==> src/rtl/vga_pkg.sv <==
// Shared 640x480@60 timing constants and the sync monitor's state/error types.
package vga_pkg;

    localparam int unsigned H_VISIBLE    = 640;
    localparam int unsigned H_SYNC_START = 656;
    localparam int unsigned H_SYNC_WIDTH = 96;
    localparam int unsigned H_TOTAL      = 800;
    localparam int unsigned V_VISIBLE    = 480;
    localparam int unsigned V_SYNC_START = 490;
    localparam int unsigned V_SYNC_WIDTH = 2;
    localparam int unsigned V_TOTAL      = 525;
    localparam int unsigned LOCK_FRAMES  = 2;

    typedef enum logic [1:0] {SEARCH, H_ACQ, V_ACQ, LOCKED} monitor_state_e;

    typedef enum logic [2:0] {
        NONE     = 3'd0,
        H_PERIOD = 3'd1,
        H_WIDTH  = 3'd2,
        V_PERIOD = 3'd3,
        V_WIDTH  = 3'd4
    } sync_err_e;

endpackage

==> src/rtl/sync_edge_det.sv <==
// Registers one active-low sync line and flags its falling and rising edges.
module sync_edge_det (
    input  logic clk_i,
    input  logic rst_ni,
    input  logic sync_i,
    output logic fall_o,
    output logic rise_o
);

    logic sync_q;

    // Idle-high reset value so a line held high out of reset yields no edge.
    always_ff @(posedge clk_i) begin
        if (!rst_ni) begin
            sync_q <= 1'b1;
        end else begin
            sync_q <= sync_i;
        end
    end

    assign fall_o = sync_q & ~sync_i;
    assign rise_o = ~sync_q & sync_i;

endmodule

==> src/rtl/vga_sync_monitor.sv <==
// Recovers VGA pixel position from hsync/vsync, locks to the configured mode and flags violations.
// Define VGA_MONITOR_ERR_COUNT_EN to get a saturating error counter on error_count_o.
module vga_sync_monitor #(
    parameter int unsigned H_VISIBLE    = vga_pkg::H_VISIBLE,
    parameter int unsigned H_SYNC_START = vga_pkg::H_SYNC_START,
    parameter int unsigned H_SYNC_WIDTH = vga_pkg::H_SYNC_WIDTH,
    parameter int unsigned H_TOTAL      = vga_pkg::H_TOTAL,
    parameter int unsigned V_VISIBLE    = vga_pkg::V_VISIBLE,
    parameter int unsigned V_SYNC_START = vga_pkg::V_SYNC_START,
    parameter int unsigned V_SYNC_WIDTH = vga_pkg::V_SYNC_WIDTH,
    parameter int unsigned V_TOTAL      = vga_pkg::V_TOTAL,
    parameter int unsigned LOCK_FRAMES  = vga_pkg::LOCK_FRAMES
) (
    input  logic       clk_i,
    input  logic       rst_ni,
    input  logic       hsync_i,
    input  logic       vsync_i,
    output logic       locked_o,
    output logic       visible_o,
    output logic [9:0] position_x_o,
    output logic [9:0] position_y_o,
    output logic       error_o,
    output logic [2:0] err_code_o,
    output logic [7:0] error_count_o
);

    import vga_pkg::*;

    localparam logic [9:0] HVis       = 10'(H_VISIBLE);
    localparam logic [9:0] HSyncStart = 10'(H_SYNC_START);
    localparam logic [9:0] HSyncEnd   = 10'(H_SYNC_START + H_SYNC_WIDTH);
    localparam logic [9:0] HLast      = 10'(H_TOTAL - 1);
    localparam logic [9:0] VVis       = 10'(V_VISIBLE);
    localparam logic [9:0] VSyncStart = 10'(V_SYNC_START);
    localparam logic [9:0] VSyncEnd   = 10'(V_SYNC_START + V_SYNC_WIDTH);
    localparam logic [9:0] VLast      = 10'(V_TOTAL - 1);
    localparam logic [7:0] LockTarget = 8'(LOCK_FRAMES);

    logic hfall, hrise, vfall, vrise;

    sync_edge_det u_hsync_det (
        .clk_i  (clk_i),
        .rst_ni (rst_ni),
        .sync_i (hsync_i),
        .fall_o (hfall),
        .rise_o (hrise)
    );

    sync_edge_det u_vsync_det (
        .clk_i  (clk_i),
        .rst_ni (rst_ni),
        .sync_i (vsync_i),
        .fall_o (vfall),
        .rise_o (vrise)
    );

    monitor_state_e state_q, state_d;
    logic [9:0]     x_q, x_d, y_q, y_d;
    logic [7:0]     lock_cnt_q, lock_cnt_d;
    sync_err_e      err_code_q, err_cause;
    logic           h_per_err, h_wid_err, v_per_err, v_wid_err, h_err, v_err;
    logic           err_pulse;

    // An edge where none is expected and a missing expected edge are both violations.
    assign h_per_err = hfall != (x_q == HSyncStart);
    assign h_wid_err = hrise != (x_q == HSyncEnd);
    assign v_per_err = vfall != ((x_q == '0) && (y_q == VSyncStart));
    assign v_wid_err = vrise != ((x_q == '0) && (y_q == VSyncEnd));
    assign h_err     = h_per_err | h_wid_err;
    assign v_err     = v_per_err | v_wid_err;

    always_comb begin
        err_cause = NONE;
        if (h_per_err) begin
            err_cause = H_PERIOD;
        end else if (h_wid_err) begin
            err_cause = H_WIDTH;
        end else if (v_per_err) begin
            err_cause = V_PERIOD;
        end else if (v_wid_err) begin
            err_cause = V_WIDTH;
        end
    end

    always_comb begin
        state_d    = state_q;
        lock_cnt_d = lock_cnt_q;
        err_pulse  = 1'b0;
        x_d        = (x_q == HLast) ? '0 : x_q + 10'd1;
        y_d        = y_q;
        if (x_q == HLast) begin
            y_d = (y_q == VLast) ? '0 : y_q + 10'd1;
        end
        unique case (state_q)
            SEARCH: begin
                if (hfall) begin
                    x_d     = HSyncStart + 10'd1;
                    state_d = H_ACQ;
                end
            end
            H_ACQ: begin
                if (h_err) begin
                    state_d = SEARCH;
                end else if (vfall) begin
                    y_d        = VSyncStart;
                    lock_cnt_d = '0;
                    state_d    = V_ACQ;
                end
            end
            V_ACQ: begin
                if (h_err || v_err) begin
                    state_d = SEARCH;
                end else if (vfall) begin
                    lock_cnt_d = lock_cnt_q + 8'd1;
                    if (lock_cnt_d == LockTarget) begin
                        state_d = LOCKED;
                    end
                end
            end
            LOCKED: begin
                if (h_err || v_err) begin
                    err_pulse = 1'b1;
                    state_d   = SEARCH;
                end
            end
            default: state_d = SEARCH;
        endcase
    end

    always_ff @(posedge clk_i) begin
        if (!rst_ni) begin
            state_q    <= SEARCH;
            x_q        <= '0;
            y_q        <= '0;
            lock_cnt_q <= '0;
            err_code_q <= NONE;
        end else begin
            state_q    <= state_d;
            x_q        <= x_d;
            y_q        <= y_d;
            lock_cnt_q <= lock_cnt_d;
            if (err_pulse) begin
                err_code_q <= err_cause;
            end
        end
    end

    assign locked_o     = (state_q == LOCKED);
    assign visible_o    = locked_o && (x_q < HVis) && (y_q < VVis);
    assign position_x_o = x_q;
    assign position_y_o = y_q;
    assign error_o      = err_pulse;
    // The cause is visible in the same cycle as the pulse, then held.
    assign err_code_o   = err_pulse ? err_cause : err_code_q;

`ifdef VGA_MONITOR_ERR_COUNT_EN
    logic [7:0] err_cnt_q;

    always_ff @(posedge clk_i) begin
        if (!rst_ni) begin
            err_cnt_q <= '0;
        end else if (err_pulse && (err_cnt_q != 8'hff)) begin
            err_cnt_q <= err_cnt_q + 8'd1;
        end
    end

    assign error_count_o = err_cnt_q;
`else
    assign error_count_o = '0;
`endif

endmodule

==> config.mk <==
export PLATFORM = sky130hd
export DESIGN_NAME = vga_sync_monitor
export DESIGN_NICKNAME = d
export VERILOG_FILES = /design/src/rtl/vga_pkg.sv /design/src/rtl/sync_edge_det.sv /design/src/rtl/vga_sync_monitor.sv
export SDC_FILE = /design/constraint.sdc
export NUM_CORES = 1
export LEC_CHECK = 0
export CAP_MARGIN = 20
export CORE_MARGIN = 2
export CORE_UTILIZATION = 48
export DETAILED_ROUTE_END_ITERATION = 8
export HOLD_SLACK_MARGIN = 0.15
export PLACE_DENSITY = 0.73
export SETUP_SLACK_MARGIN = 0.2
export SYNTH_ARGS = -nofsm -noshare
export SYNTH_HDL_FRONTEND = slang
export SYNTH_SLANG_ARGS = --single-unit
==> constraint.sdc <==
create_clock -name clk_i -period 2.7 [get_ports clk_i]
set_input_delay 0.405 -clock clk_i [delete_from_list [all_inputs] [get_ports clk_i]]
set_output_delay 0.405 -clock clk_i [all_outputs]
set_load 0.01 [all_outputs]
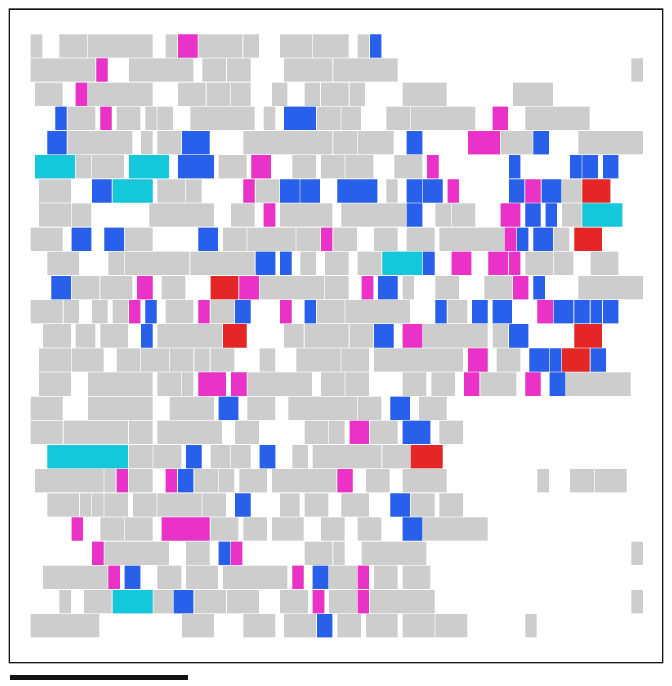
Fig. 1. Gate families picked out.
Scale bar: 20 um.
| family | color | cells | most used |
|---|---|---|---|
| nor cells | magenta | 45 | nor2_1 |
| nand cells | blue | 65 | nand3_1 |
| non-inverting ao/oa cells | red | 7 | a31o_2 |
| fa/ha/maj cells | cyan | 7 | ha_1 |
most common library cell in the layout ignoring fill and taps: buf_4
multi-input gate share of the layout cell area: 49.8%
final std cells w/o fill: 402

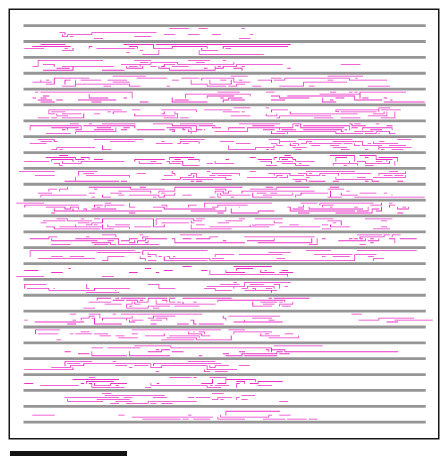
Fig. 2. Metal 1.
Scale bar: 20 um. Supply wires on this layer in gray.
share of all routed wire: 47%
longest straight run: 24.8 um
main direction: horizontal
final wirelength: 5.87 mm
met1 GRT Util: 30.9%

==> flip-flops by register name (all words and copies together), names as in the netlist <==
register and cells:
position_y_o 10, u_vsync_det.sync_q 1, position_x_o 10, err_code_q 3
lock_cnt_q 8, state_q 2, u_hsync_det.sync_q 1
==> through the flow <==
stage               utilization (%)  TNS [ns]  instances
finish                         65.2    -0.240        402
CTS                            64.6    -0.300        400
floorplan                         -         0        284
detailed placement             61.9     -1.78        388
global route                   65.2    -0.427        402
global placement               61.9     -1.64        388
==> worst min path at each step <==
stage | start | end | slack (ns)
floorplan | lock_cnt_q[7] | lock_cnt_q[7] | 0.49
global placement | lock_cnt_q[7] | lock_cnt_q[7] | 0.51
detailed placement | lock_cnt_q[7] | lock_cnt_q[7] | 0.52
CTS | lock_cnt_q[7] | lock_cnt_q[7] | 0.53
global route | lock_cnt_q[7] | lock_cnt_q[7] | 0.57
finish | lock_cnt_q[7] | lock_cnt_q[7] | 0.53
==> cell families after synthesis <==
kind of cell             count (synthesis)
other                                    1
AND/OR/NAND/NOR                        130
adder cells (fa/ha/maj)                  7
buffers and inverters                   31
AND-OR/OR-AND                           48
flip-flops                              35
XOR/XNOR                                23
multiplexers                             2
==> layer usage <==
layer  track usage [%]  vias up
met4              5.66        0
li1                  -     1134
met2              38.2       50
met3              4.39        4
met5                 0        -
met1              30.9     1055
==> critical path, stage by stage (launching register included) <==
cell	delay (ns)
dfxtp_2	0.32
inv_2	0.06
ha_4	0.12
or4b_4	0.49
o31ai_4	0.27
o31ai_4	0.12
buf_6	0.14
a41oi_4	0.19
mux2_4	0.34
buf_6	0.12
==> power by group <==
part	leakage, uW	switching (uW)	internal (uW)	total (uW)
Sequential	0.000285	13.0	530	543
Clock	0.0000422	199	181	380
Combinational	0.000893	117	111	229
Total	0.00122	329	823	1150
==> results.rst <==
Metrics
=======

.. list-table::
   :header-rows: 1

   * - Metric
     - Value
   * - Result of the run
     - complete, but fails checks
   * - Violated checks
     - negative setup slack
   * - Clock tree from TritonCTS
     - built
   * - Commonest flop
     - dfxtp_1
   * - Violation count after the first detailed-routing iteration
     - 109
   * - WL met2
     - about 2.8 mm
   * - Number of buffers outside the clock class in the layout
     - 78
   * - Vias/cell
     - 5.58
   * - Synth area leaders
     - dfxtp_1 (30%), nand3_1 (4.8%), xor2_1 (4.5%)
   * - Pre-CTS worst setup slack
     - -0.538 ns
   * - Hold slack
     - 0.531 ns
   * - Path depth of the worst reg2reg path
     - 11
   * - Register fraction of the total cell area
     - 23.0%
   * - Number of hold-repair buffers added at the cts stage
     - 0
   * - Fa+ha+maj area frac
     - 3.79%
   * - Mi-comb count
     - 218
   * - Post-synthesis register bit count
     - 35
   * - Slew Viols, Final
     - 0
   * - Crit Path Max Fanout
     - 4
   * - Arr. time, crit path
     - between 2 and 2.5 ns
   * - Simple share
     - 31.7%
   * - Yosys stat chip area
     - ~2300 um2
   * - Count of pins on the block boundary
     - 38
   * - Bufs on Longest Clock Path
     - 2
   * - Routed via count
     - 2243
   * - Aoi/oai-family share of the synthesized area
     - approximately 17%
   * - Deepest level of the CTS H-tree
     - 2
   * - OpenROAD warnings
     - 32
   * - Number of cells in Yosys stat
     - around 280
   * - Most instantiated library cell after synthesis
     - dfxtp_1
   * - Clock network area share
     - 2.66%
   * - Top routing layer used
     - met4
   * - Pre-placement core utilization
     - between 40% and 50%
   * - Die area
     - 5390 um2
   * - Crit path capture
     - err_code_o[1]
   * - Final critical-path share of the clock period
     - 106%
   * - Antenna Violating Nets Remaining
     - 0
   * - Required time of the critical path
     - 2.30 ns
   * - CTS Sinks
     - 35
   * - Ranking of synthesized cells by instance count
     - dfxtp_1 (35), nor2_1 (25), nand3_1 (22)
   * - Remaining global-route overflow
     - 0
   * - Core Footprint
     - between 4000 and 5000 um2
   * - Unrepaired setup endpoints after global routing
     - yes
   * - Sequential cell area
     - 703 um2
   * - Root Driver
     - clkbuf_8
   * - Source of the critical timing path
     - position_x_o[1]
   * - Fin. Hold Viols
     - 0
   * - Crit path time final
     - 2.87 ns
   * - Xor and xnor area share after synthesis
     - 8.71%
   * - Cell type taking the most area
     - multi-input combinational cells
   * - HPWL after DPL
     - ~4.1 mm
   * - Placed cell area
     - 2910 um2
   * - Number of buffers inserted to repair setup after CTS
     - 4
   * - Worst Setup Slack, final
     - -0.174 ns
   * - Worst ir drop on vdd
     - around 300 uV
   * - Layout overhead on the synthesized area
     - 32.4%
   * - Invs w/o clock
     - 9
   * - RePlAce Congestion
     - between 0.8 and 0.9
   * - Type of the worst setup path
     - reg2out
   * - Combined area of the multi-input logic cells
     - around 1500 um2
   * - Total Nets Final
     - 358
   * - Met1 WL
     - 2.77 mm
   * - Power Total
     - 1150 uW
   * - Ratio of cells with drive above 1 in the final layout
     - 25.6%
   * - Clock buffer instance count of the final layout
     - 7
   * - Number of antenna violations at the first check in global routing
     - 0
   * - R2R Setup Slk
     - approximately 0.30 ns
   * - Iteration tally of the first detailed-router pass
     - 5
   * - Worst-case clock skew
     - just over 0.009 ns
   * - Tally of filler cells in the layout
     - between 300 and 400
   * - Slew @ Worst Pin
     - 0.636 ns
   * - Register clock-pin slew on the reported worst setup and hold paths
     - 0.08 ns
   * - Launch point of the worst reg-to-reg path
     - position_x_o[1]
   * - First-pass GRT wire length
     - 9.71 mm
   * - Hold/Removal Path Class
     - reg2reg
   * - Distinct cell type count after synthesis
     - 59
   * - Tap cell count
     - between 50 and 60
   * - Final setup violating endpoints
     - 2
   * - Share of synthesized area spent on multiplexers
     - between 1 and 1.5%
   * - Peak clock frequency supported by timing
     - around 350 MHz
   * - Max transition margin
     - 57.5%
   * - Seq_cells
     - 35
   * - Most frequent cells in the layout
     - buf_4 (47), dfxtp_1 (33), nor2_1 (24), clkdlybuf4s50_1 (24), nand3_1 (21)
   * - Static leakage
     - 0.00122 uW
   * - Post-CTS resize count
     - 21
   * - Largest net degree at the start of global routing
     - 18
   * - Antenna cells
     - 0
   * - Critical path launch point type
     - flop
   * - Cell taking the most area after synthesis
     - dfxtp_1
   * - Number of buffers added on ports
     - 29
   * - Total routing resource utilization after global routing
     - 23.1%
   * - Fraction of area in non-clock buffers
     - 21.3%
No activity file was given, so power comes from the tool's default toggle rates.
